File: src/rtl/mips_pkg.sv
// mips_pkg -- shared MIPS-32 decode constants for the ID stage and the ALU.
//   aluc_t   : 4-bit ALU operation code consumed by the ALU
//   OP_* / F_*: primary opcode and R-type funct field values
//   dec_t    : decoded operand bundle handed from id_decode to id_stage
package mips_pkg;

   typedef enum logic [3:0] {
      ALUC_ADDU = 4'b0000,
      ALUC_SUBU = 4'b0001,
      ALUC_ADD  = 4'b0010,
      ALUC_SUB  = 4'b0011,
      ALUC_AND  = 4'b0100,
      ALUC_OR   = 4'b0101,
      ALUC_XOR  = 4'b0110,
      ALUC_NOR  = 4'b0111,
      ALUC_LUI  = 4'b1000,
      ALUC_SLT  = 4'b1010,
      ALUC_SLTU = 4'b1011,
      ALUC_SRA  = 4'b1100,
      ALUC_SRL  = 4'b1101,
      ALUC_SLL  = 4'b1110
   } aluc_t;

   localparam logic [5:0] OP_RTYPE = 6'h00;
   localparam logic [5:0] OP_ADDI  = 6'h08;
   localparam logic [5:0] OP_ADDIU = 6'h09;
   localparam logic [5:0] OP_SLTI  = 6'h0A;
   localparam logic [5:0] OP_SLTIU = 6'h0B;
   localparam logic [5:0] OP_ANDI  = 6'h0C;
   localparam logic [5:0] OP_ORI   = 6'h0D;
   localparam logic [5:0] OP_XORI  = 6'h0E;
   localparam logic [5:0] OP_LUI   = 6'h0F;

   localparam logic [5:0] F_SLL  = 6'h00;
   localparam logic [5:0] F_SRL  = 6'h02;
   localparam logic [5:0] F_SRA  = 6'h03;
   localparam logic [5:0] F_SLLV = 6'h04;
   localparam logic [5:0] F_SRLV = 6'h06;
   localparam logic [5:0] F_SRAV = 6'h07;
   localparam logic [5:0] F_ADD  = 6'h20;
   localparam logic [5:0] F_ADDU = 6'h21;
   localparam logic [5:0] F_SUB  = 6'h22;
   localparam logic [5:0] F_SUBU = 6'h23;
   localparam logic [5:0] F_AND  = 6'h24;
   localparam logic [5:0] F_OR   = 6'h25;
   localparam logic [5:0] F_XOR  = 6'h26;
   localparam logic [5:0] F_NOR  = 6'h27;
   localparam logic [5:0] F_SLT  = 6'h2A;
   localparam logic [5:0] F_SLTU = 6'h2B;

   typedef struct packed {
      logic [31:0] alu_a;
      logic [31:0] alu_b;
      aluc_t       aluc;
      logic [4:0]  rd_addr;
      logic        wr_en;
      logic        illegal;
   } dec_t;

   function automatic logic [31:0] sext16(input logic [15:0] imm);
      return {{16{imm[15]}}, imm};
   endfunction

endpackage

File: src/rtl/id_decode.sv
// id_decode -- combinational MIPS-32 decoder feeding the ID stage register.
//   i_instr   : instruction word
//   i_rs_data : register-file value for rs
//   i_rt_data : register-file value for rt
//   o_dec     : decoded ALU operands, aluc, destination, wr_en, illegal flag
// Build option: SHIFT_VAR_EN enables sllv/srlv/srav; without it they decode
// as illegal.
module id_decode
   import mips_pkg::*;
(
   input  logic [31:0] i_instr,
   input  logic [31:0] i_rs_data,
   input  logic [31:0] i_rt_data,
   output dec_t        o_dec
);

   logic [5:0]  w_op;
   logic [5:0]  w_funct;
   logic [4:0]  w_shamt;
   logic [4:0]  w_rd;
   logic [4:0]  w_rt;
   logic [15:0] w_imm;
   logic        w_unused_rs;

   assign w_op        = i_instr[31:26];
   assign w_funct     = i_instr[5:0];
   assign w_shamt     = i_instr[10:6];
   assign w_rd        = i_instr[15:11];
   assign w_rt        = i_instr[20:16];
   assign w_imm       = i_instr[15:0];
   // rs index is resolved by the register file upstream; only its data arrives here
   assign w_unused_rs = ^i_instr[25:21];

   always_comb begin
      o_dec         = '0;
      // I-type defaults; the R-type branch overrides destination and operand b
      o_dec.alu_a   = i_rs_data;
      o_dec.rd_addr = w_rt;
      case (w_op)
         OP_RTYPE: begin
            o_dec.alu_b   = i_rt_data;
            o_dec.rd_addr = w_rd;
            case (w_funct)
               F_ADD:  o_dec.aluc = ALUC_ADD;
               F_ADDU: o_dec.aluc = ALUC_ADDU;
               F_SUB:  o_dec.aluc = ALUC_SUB;
               F_SUBU: o_dec.aluc = ALUC_SUBU;
               F_AND:  o_dec.aluc = ALUC_AND;
               F_OR:   o_dec.aluc = ALUC_OR;
               F_XOR:  o_dec.aluc = ALUC_XOR;
               F_NOR:  o_dec.aluc = ALUC_NOR;
               F_SLT:  o_dec.aluc = ALUC_SLT;
               F_SLTU: o_dec.aluc = ALUC_SLTU;
               // immediate shifts: shift amount on a, value on b
               F_SLL: begin o_dec.aluc = ALUC_SLL; o_dec.alu_a = {27'b0, w_shamt}; end
               F_SRL: begin o_dec.aluc = ALUC_SRL; o_dec.alu_a = {27'b0, w_shamt}; end
               F_SRA: begin o_dec.aluc = ALUC_SRA; o_dec.alu_a = {27'b0, w_shamt}; end
`ifdef SHIFT_VAR_EN
               F_SLLV: o_dec.aluc = ALUC_SLL;
               F_SRLV: o_dec.aluc = ALUC_SRL;
               F_SRAV: o_dec.aluc = ALUC_SRA;
`endif
               default: o_dec.illegal = 1'b1;
            endcase
         end
         OP_ADDI:  begin o_dec.aluc = ALUC_ADD;  o_dec.alu_b = sext16(w_imm); end
         OP_ADDIU: begin o_dec.aluc = ALUC_ADDU; o_dec.alu_b = sext16(w_imm); end
         OP_SLTI:  begin o_dec.aluc = ALUC_SLT;  o_dec.alu_b = sext16(w_imm); end
         OP_SLTIU: begin o_dec.aluc = ALUC_SLTU; o_dec.alu_b = sext16(w_imm); end
         OP_ANDI:  begin o_dec.aluc = ALUC_AND;  o_dec.alu_b = {16'b0, w_imm}; end
         OP_ORI:   begin o_dec.aluc = ALUC_OR;   o_dec.alu_b = {16'b0, w_imm}; end
         OP_XORI:  begin o_dec.aluc = ALUC_XOR;  o_dec.alu_b = {16'b0, w_imm}; end
         OP_LUI: begin
            o_dec.aluc  = ALUC_LUI;
            o_dec.alu_a = 32'b0;
            o_dec.alu_b = {16'b0, w_imm};
         end
         default: o_dec.illegal = 1'b1;
      endcase

      if (o_dec.illegal) begin
         o_dec         = '0;
         o_dec.illegal = 1'b1;
      end else begin
         o_dec.wr_en = (o_dec.rd_addr != 5'd0);
      end
   end

endmodule

File: src/rtl/id_stage.sv
// id_stage -- MIPS-32 instruction decode stage with a one-entry output register.
//   clk, rst            : clock, synchronous active-high reset
//   flush               : drop the held entry and any concurrent input
//   in_valid/in_ready   : upstream handshake; instr, rs_data, rt_data
//   out_valid/out_ready : downstream handshake
//   alu_a, alu_b, aluc, rd_addr, wr_en, illegal : registered decode result
//   illegal_cnt         : saturating count of accepted illegal words
// Build option: SHIFT_VAR_EN (see id_decode) enables variable shifts.
module id_stage
   import mips_pkg::*;
(
   input  logic        clk,
   input  logic        rst,
   input  logic        flush,
   input  logic        in_valid,
   output logic        in_ready,
   input  logic [31:0] instr,
   input  logic [31:0] rs_data,
   input  logic [31:0] rt_data,
   output logic        out_valid,
   input  logic        out_ready,
   output logic [31:0] alu_a,
   output logic [31:0] alu_b,
   output logic [3:0]  aluc,
   output logic [4:0]  rd_addr,
   output logic        wr_en,
   output logic        illegal,
   output logic [15:0] illegal_cnt
);

   dec_t        w_dec;
   logic        w_capture;
   logic        r_valid;
   dec_t        r_dec;
   logic [15:0] r_cnt;

   id_decode u_decode (
      .i_instr   (instr),
      .i_rs_data (rs_data),
      .i_rt_data (rt_data),
      .o_dec     (w_dec)
   );

   assign in_ready  = !r_valid || out_ready;
   assign w_capture = in_valid && in_ready;

   always_ff @(posedge clk) begin
      if (rst) begin
         r_valid <= 1'b0;
         r_dec   <= '0;
         r_cnt   <= '0;
      end else if (flush) begin
         r_valid <= 1'b0;
      end else if (w_capture) begin
         r_valid <= 1'b1;
         r_dec   <= w_dec;
         if (w_dec.illegal && (r_cnt != 16'hFFFF)) begin
            r_cnt <= r_cnt + 16'd1;
         end
      end else if (out_ready) begin
         r_valid <= 1'b0;
      end
   end

   assign out_valid   = r_valid;
   assign alu_a       = r_dec.alu_a;
   assign alu_b       = r_dec.alu_b;
   assign aluc        = r_dec.aluc;
   assign rd_addr     = r_dec.rd_addr;
   assign wr_en       = r_dec.wr_en;
   assign illegal     = r_dec.illegal;
   assign illegal_cnt = r_cnt;

endmodule

File: config.mk
export PLATFORM = sky130hd
export DESIGN_NAME = id_stage
export DESIGN_NICKNAME = d
export VERILOG_FILES = /design/src/rtl/mips_pkg.sv /design/src/rtl/id_decode.sv /design/src/rtl/id_stage.sv
export SDC_FILE = /design/constraint.sdc
export NUM_CORES = 1
export LEC_CHECK = 0
export CORE_UTILIZATION = 41
export DETAILED_ROUTE_END_ITERATION = 16
export HOLD_SLACK_MARGIN = 0.1
export PLACE_DENSITY = 0.81
export SETUP_SLACK_MARGIN = 0.4
export SYNTH_ARGS = -nofsm -noshare
export SYNTH_HDL_FRONTEND = slang
export SYNTH_SLANG_ARGS = --single-unit
export TNS_END_PERCENT = 1
File: constraint.sdc
create_clock -name clk -period 2.25 [get_ports clk]
set_input_delay 0.3375 -clock clk [delete_from_list [all_inputs] [get_ports clk]]
set_output_delay 0.3375 -clock clk [all_outputs]
set_load 0.03 [all_outputs]
==> impl_metrics.py <==
# Auto-generated metrics
metrics = {
    "logic_synthesis": {
        "simple_gate_area_share_pct": 19.6,
        "synth_area_um2": 3990,
        "avgSynthCellArea_um2": 8.64,
        "fp_nets": 564,
        "mux_area_share_pct": 3.23,
        "synth_flops": 92,
        "top_cell": "dfxtp_1",
        "synth.top_cells.by_count": "dfxtp_1 (92), nand2_1 (60), a21oi_1 (46)",
        "yosysUniqueCellTypes": 50,
        "synth_adder_area_share_pct": 0.564,
        "edf_count": 0,
    },
    "critical_path": {
        "critPathBufInv": 2,
        "critical_path_depth": 7,
        "cp_top_family": "simple AND/OR/NAND/NOR gates",
    },
    "min_path": {
        "hold-path-endpoint": "alu_b[9]$_SDFFE_PP0P_",
    },
    "drt": {
        "highest_layer": "met4",
        "wl_met3_um": 818,
    },
    "cts": {
        "worstSkewPairLatency_ps": 360,
        "cts_tree": "built",
        "clkTransAtPathRegs_ps": 110,
    },
    "grt": {
        "grt_pass1_vias": 4186,
        "grt-ovfl-total": 0,
        "top_usage_layer": "met2",
    },
    "timing": {
        "slew_violations": 0,
        "period_needed_ps": 1950,
        "holdWs_ps": 459,
        "min_period_over_period_pct": 86.6,
    },
    "placed_design": {
        "hpwl_um": 9910,
        "pre_cts_ws_ps": -261,
        "dp_cells": 790,
    },
    "pwr": {
        "seq-power_w": 0.00165,
        "power_density_nw_per_um2": 498,
    },
    "cells_and_area": {
        "largest_cell_class": "buffers",
        "fill_cells": 716,
        "antenna_cells": 0,
    },
    "outcome": {
        "status": "finished clean",
    },
    "floorplanning": {
        "rows": 35,
    },
}
### Signal wires on met1

Scale bar: 20 um. Supply wires on this layer in grey.
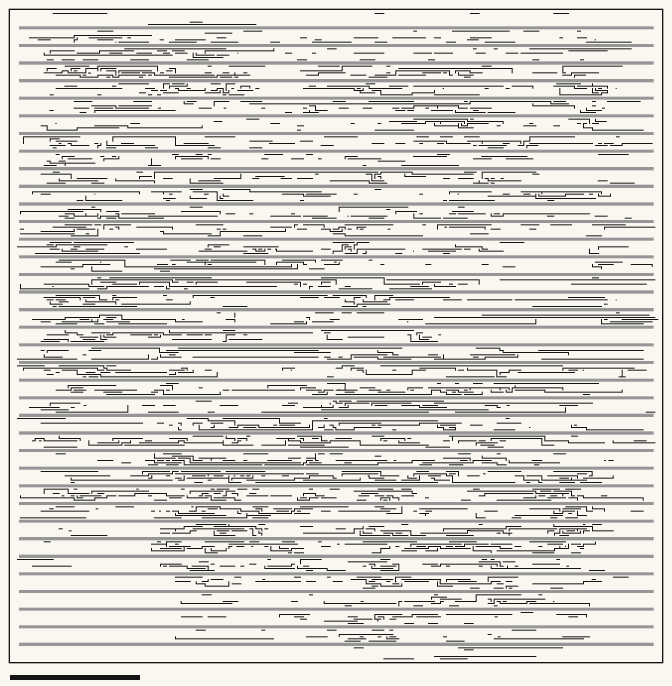
The longest straight run is 34.5 um. The wires run mostly horizontal.
final WL: 13000 um
Vias: 4278
met1 GRT Util: 31.4%

### Met2 routing

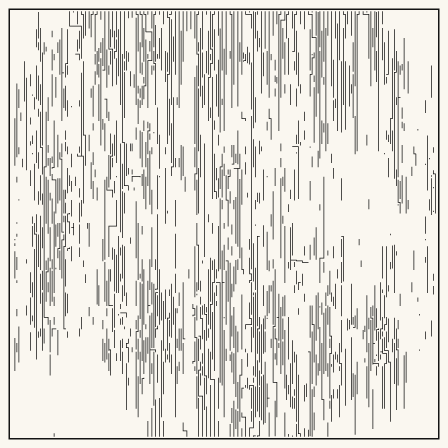
The layer carries 6400 um of wire. 658 nets have wire on it. The wires run mostly vertical. The longest straight run is 35.9 um.

### The metal 3 layer

Scale bar: 20 um. Cells faint in the background.
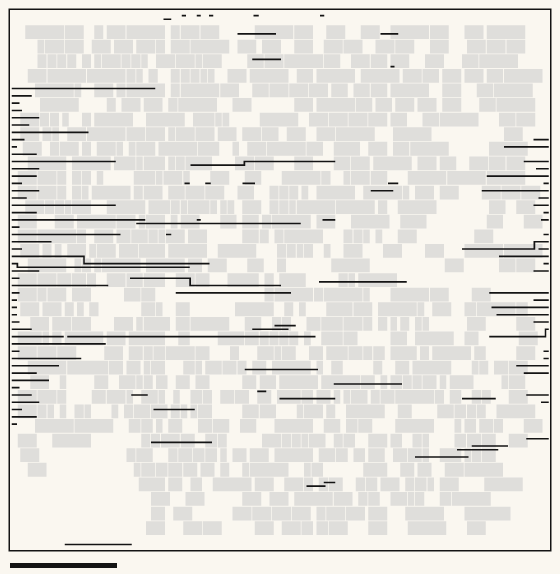
The longest straight run is 46.0 um. 104 nets have wire on it. The wires run mostly horizontal. The layer holds 6.3% of the routed length.
M3 GR Usage: 6.31%

Power and IR drop assume default switching activity.
